Fig. 1: the metal 1 layer
Supply wires on this layer in grey. Cells faint in the background.
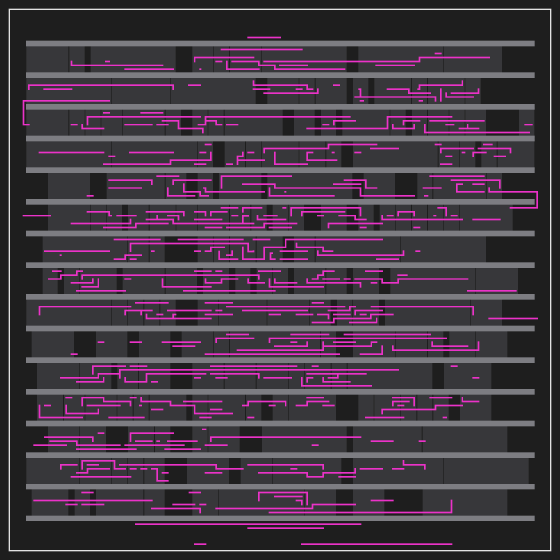
Fig. 2: I/O pins on the die edge
Bar = 10 um. Pins as bars across the die edge, other pins in grey.
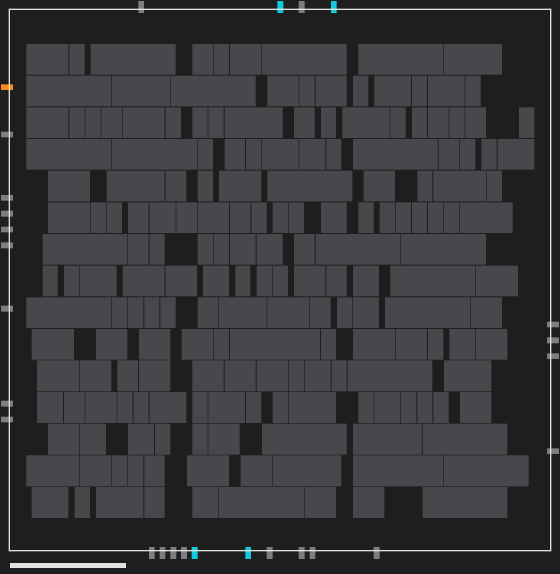
Fig. 3: wires at chosen ports, followed through buffers
Bar = 10 um.
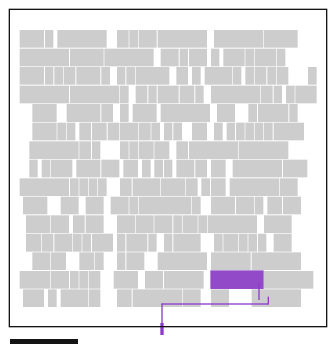
--- src/rtl/risc_ctrl_pkg.sv ---
// Shared opcodes, state encoding and decode helpers for the RISC controller.
package risc_ctrl_pkg;

   // Opcodes are held as 32-bit constants so any opcode width compares cleanly.
   localparam logic [31:0] OP_HLT = 32'd0;
   localparam logic [31:0] OP_SKZ = 32'd1;
   localparam logic [31:0] OP_ADD = 32'd2;
   localparam logic [31:0] OP_AND = 32'd3;
   localparam logic [31:0] OP_XOR = 32'd4;
   localparam logic [31:0] OP_LDA = 32'd5;
   localparam logic [31:0] OP_STO = 32'd6;
   localparam logic [31:0] OP_JMP = 32'd7;
   localparam logic [31:0] OP_SUB = 32'd8;
   localparam logic [31:0] OP_OR  = 32'd9;
   localparam logic [31:0] OP_SKN = 32'd10;
   localparam logic [31:0] OP_NOP = 32'd11;

   typedef enum logic [3:0] {
      INST_ADDR  = 4'd0,
      INST_FETCH = 4'd1,
      INST_LOAD  = 4'd2,
      IDLE       = 4'd3,
      OP_ADDR    = 4'd4,
      OP_FETCH   = 4'd5,
      ALU_OP     = 4'd6,
      STORE      = 4'd7,
      HALTED     = 4'd8,
      RESUME     = 4'd9
   } state_t;

   // Opcodes that read an operand from memory and load the accumulator.
   function automatic logic is_alu_class(input logic [31:0] op);
      return (op == OP_ADD) || (op == OP_AND) || (op == OP_XOR) ||
             (op == OP_LDA) || (op == OP_SUB) || (op == OP_OR);
   endfunction

   // Anything past NOP is undefined and traps.
   function automatic logic is_illegal(input logic [31:0] op);
      return op > OP_NOP;
   endfunction

endpackage

--- src/rtl/risc_stall_timer.sv ---
// Counts cycles stalled on mem_ready and flags a bus timeout.
module risc_stall_timer #(
   parameter int TIMEOUT = 15,
   parameter int TO_W    = 4
) (
   input  logic clk,
   input  logic rst,
   input  logic clear,
   input  logic count_en,
   input  logic mem_ready,
   output logic timeout
);

   // Counter value seen during the stall cycle that completes the budget.
   localparam logic [TO_W-1:0] LAST = (TIMEOUT > 0) ? TO_W'(TIMEOUT - 1) : '0;

   logic [TO_W-1:0] cnt;

   // Stall counter: cleared when the FSM leaves the stall state, counts stalled cycles.
   always_ff @(posedge clk) begin
      if (rst || clear) begin
         cnt <= '0;
      end else if (count_en && !mem_ready) begin
         cnt <= cnt + 1'b1;
      end
   end

   // A late mem_ready in the final budget cycle wins over the timeout.
   assign timeout = (TIMEOUT > 0) && count_en && !mem_ready && (cnt == LAST);

endmodule

--- src/rtl/risc_controller_ws.sv ---
// RISC CPU sequencer with wait states, bus timeout, illegal-op trap,
// single-step and resume-from-halt.
module risc_controller_ws
   import risc_ctrl_pkg::*;
#(
   parameter int OP_CODE_WIDTH = 4,
   parameter int TIMEOUT       = 15,
   parameter int TO_W          = 4
) (
   input  logic                     clk,
   input  logic                     rst,
   input  logic [OP_CODE_WIDTH-1:0] op_code,
   input  logic                     is_zero,
   input  logic                     is_neg,
   input  logic                     mem_ready,
   input  logic                     step_en,
   input  logic                     step,
   input  logic                     go,
   output logic                     sel,
   output logic                     rd,
   output logic                     ld_ir,
   output logic                     inc_pc,
   output logic                     ld_ac,
   output logic                     ld_pc,
   output logic                     wr,
   output logic                     data_e,
   output logic                     halt,
   output logic                     bus_err,
   output logic                     illegal_op,
   output logic [3:0]               state_o
);

   state_t      state;
   state_t      next_state;
   logic        skip_q;
   logic        resume_inc;
   logic [31:0] op;
   logic        op_alu;
   logic        op_illegal;
   logic        op_hlt;
   logic        op_sto;
   logic        op_jmp;
   logic        op_skip;
   logic        stalling;
   logic        timeout;

   assign op         = 32'(op_code);
   assign op_alu     = is_alu_class(op);
   assign op_illegal = is_illegal(op);
   assign op_hlt     = (op == OP_HLT);
   assign op_sto     = (op == OP_STO);
   assign op_jmp     = (op == OP_JMP);
   assign op_skip    = (op == OP_SKZ) || (op == OP_SKN);

   // States that wait on mem_ready for the current opcode.
   assign stalling = (state == INST_FETCH) ||
                     ((state == OP_FETCH) && op_alu) ||
                     ((state == STORE) && op_sto);

   risc_stall_timer #(
      .TIMEOUT (TIMEOUT),
      .TO_W    (TO_W)
   ) u_stall_timer (
      .clk       (clk),
      .rst       (rst),
      .clear     (next_state != state),
      .count_en  (stalling),
      .mem_ready (mem_ready),
      .timeout   (timeout)
   );

   // State register plus skip flag, sticky error flags and resume policy.
   always_ff @(posedge clk) begin
      if (rst) begin
         state      <= INST_ADDR;
         skip_q     <= 1'b0;
         bus_err    <= 1'b0;
         illegal_op <= 1'b0;
         resume_inc <= 1'b0;
      end else begin
         state <= next_state;
         if (state == OP_ADDR) begin
            skip_q <= ((op == OP_SKZ) && is_zero) || ((op == OP_SKN) && is_neg);
            if (op_illegal) illegal_op <= 1'b1;
            if (op_illegal || op_hlt) resume_inc <= 1'b1;
         end
         if (timeout) begin
            // Bus error resumes by refetching the same PC.
            bus_err    <= 1'b1;
            resume_inc <= 1'b0;
         end
         if ((state == HALTED) && go) begin
            bus_err    <= 1'b0;
            illegal_op <= 1'b0;
         end
      end
   end

   // Next-state and strobe decode from state, opcode and skip flag.
   always_comb begin
      next_state = state;
      sel    = 1'b0;
      rd     = 1'b0;
      ld_ir  = 1'b0;
      inc_pc = 1'b0;
      ld_ac  = 1'b0;
      ld_pc  = 1'b0;
      wr     = 1'b0;
      data_e = 1'b0;
      case (state)
         INST_ADDR: begin
            sel = 1'b1;
            if (!step_en || step) next_state = INST_FETCH;
         end
         INST_FETCH: begin
            sel = 1'b1;
            rd  = 1'b1;
            if (mem_ready)    next_state = INST_LOAD;
            else if (timeout) next_state = HALTED;
         end
         INST_LOAD: begin
            sel   = 1'b1;
            rd    = 1'b1;
            ld_ir = 1'b1;
            next_state = IDLE;
         end
         IDLE: begin
            sel   = 1'b1;
            rd    = 1'b1;
            ld_ir = 1'b1;
            next_state = OP_ADDR;
         end
         OP_ADDR: begin
            if (op_hlt || op_illegal) begin
               next_state = HALTED;
            end else begin
               inc_pc     = 1'b1;
               next_state = OP_FETCH;
            end
         end
         OP_FETCH: begin
            rd = op_alu;
            if (op_alu && !mem_ready) begin
               if (timeout) next_state = HALTED;
            end else begin
               next_state = ALU_OP;
            end
         end
         ALU_OP: begin
            rd     = op_alu;
            inc_pc = op_skip && skip_q;
            ld_pc  = op_jmp;
            data_e = op_sto;
            next_state = STORE;
         end
         STORE: begin
            rd     = op_alu;
            ld_ac  = op_alu;
            ld_pc  = op_jmp;
            wr     = op_sto;
            data_e = op_sto;
            if (op_sto && !mem_ready) begin
               if (timeout) next_state = HALTED;
            end else begin
               next_state = INST_ADDR;
            end
         end
         HALTED: begin
            if (go) next_state = RESUME;
         end
         RESUME: begin
            inc_pc     = resume_inc;
            next_state = INST_ADDR;
         end
         default: next_state = INST_ADDR;
      endcase
   end

   assign halt    = (state == HALTED);
   assign state_o = state;

endmodule
--- config.mk ---
export PLATFORM = sky130hd
export DESIGN_NAME = risc_controller_ws
export DESIGN_NICKNAME = d
export VERILOG_FILES = /design/src/rtl/risc_ctrl_pkg.sv /design/src/rtl/risc_stall_timer.sv /design/src/rtl/risc_controller_ws.sv
export SDC_FILE = /design/constraint.sdc
export NUM_CORES = 1
export LEC_CHECK = 0
export ABC_AREA = 1
export CORE_UTILIZATION = 46
export CTS_BUF_LIST = sky130_fd_sc_hd__clkbuf_8 sky130_fd_sc_hd__clkbuf_16
export DETAILED_ROUTE_END_ITERATION = 8
export PLACE_DENSITY_LB_ADDON = 0.08
export SYNTH_ARGS = -nofsm -noshare
export SYNTH_HDL_FRONTEND = slang
export SYNTH_SLANG_ARGS = --single-unit
--- constraint.sdc ---
create_clock -name clk -period 2.3 [get_ports clk]
set_clock_uncertainty 0.05 [all_clocks]
set_input_delay 0.575 -clock clk [delete_from_list [all_inputs] [get_ports clk]]
set_output_delay 0.575 -clock clk [all_outputs]
set_load 0.05 [all_outputs]
==> results.env <==
GRT_ANTENNA_BEFORE_REPAIR=0
INSERTEDDIODECOUNT=0
POWER.IR.VDD_WORST_mV=0.443
WORSTPATHARRIVAL_NS=1.59
CRIT_FANOUT=3
GRT_FIRST_PASS_WIRELENGTH_MM=4.32
SWSHARE_PCT=36.1
AVGSYNTHCELLAREA_UM2=6.53
TIMING_MAX_TRANSITION_VIOLATIONS_FINAL=0
WORSTPATHCELLLIST='dlygate4sd2_1, o21ai_1, and2_4, inv_2, a211oi_4, buf_12'
WORSTSETUPENDPOINTTYPE='primary output'
RUN_STATUS='finished clean'
SETUP_VIOL=0
YOSYS_WARNINGS=0
N_TAP_CELL=25
CRITICAL_PATH_DEPTH=6
NETLIST.AREA_LEADER.SHARE_PCT=26.5
FMAXACHIEVABLE_MHz=451
TIGHTESTPINTRANSITION_NS=0.496
CTS_BUFFER_DEPTH=2
VIASPERCELL=4.99
ANTENNA_LEFT=0
DR_TOTAL_VIAS=1053
FINISH.NET_COUNT=201
MAXPOWERGROUP='combinational logic'
YOSYS.AREA_SHARE.ADDER_PCT=2.76
POST_SYNTH_AO_OA_AREA_FRACTION_PCT=10.8
## Picture notes: Fig. 1
- share of all routed wire: 44%
- longest straight run: 23.9 um
- wire length on this layer: 1110 um
- main direction: horizontal
- nets with wire on the layer: 176
met1 Track Usage GR: 37.0%
Total Routed Length: 2.54 mm

## Picture notes: Fig. 2
- state_o: cyan (pins 4; direction output; edge 2 top, 2 bottom)
- clk: orange (pins 1; direction input; edge left)
- all pins by edge: 10 bottom, 9 left, 4 top, 4 right
die outline width: 46.4 um
Buffers on Ports: 26
die height: 46.4 um

## Picture notes: Fig. 3
- ld_pc: purple (direction output; edge bottom; end cells 1; buffers 1; wire 21.9 um)
IO Pins: 27

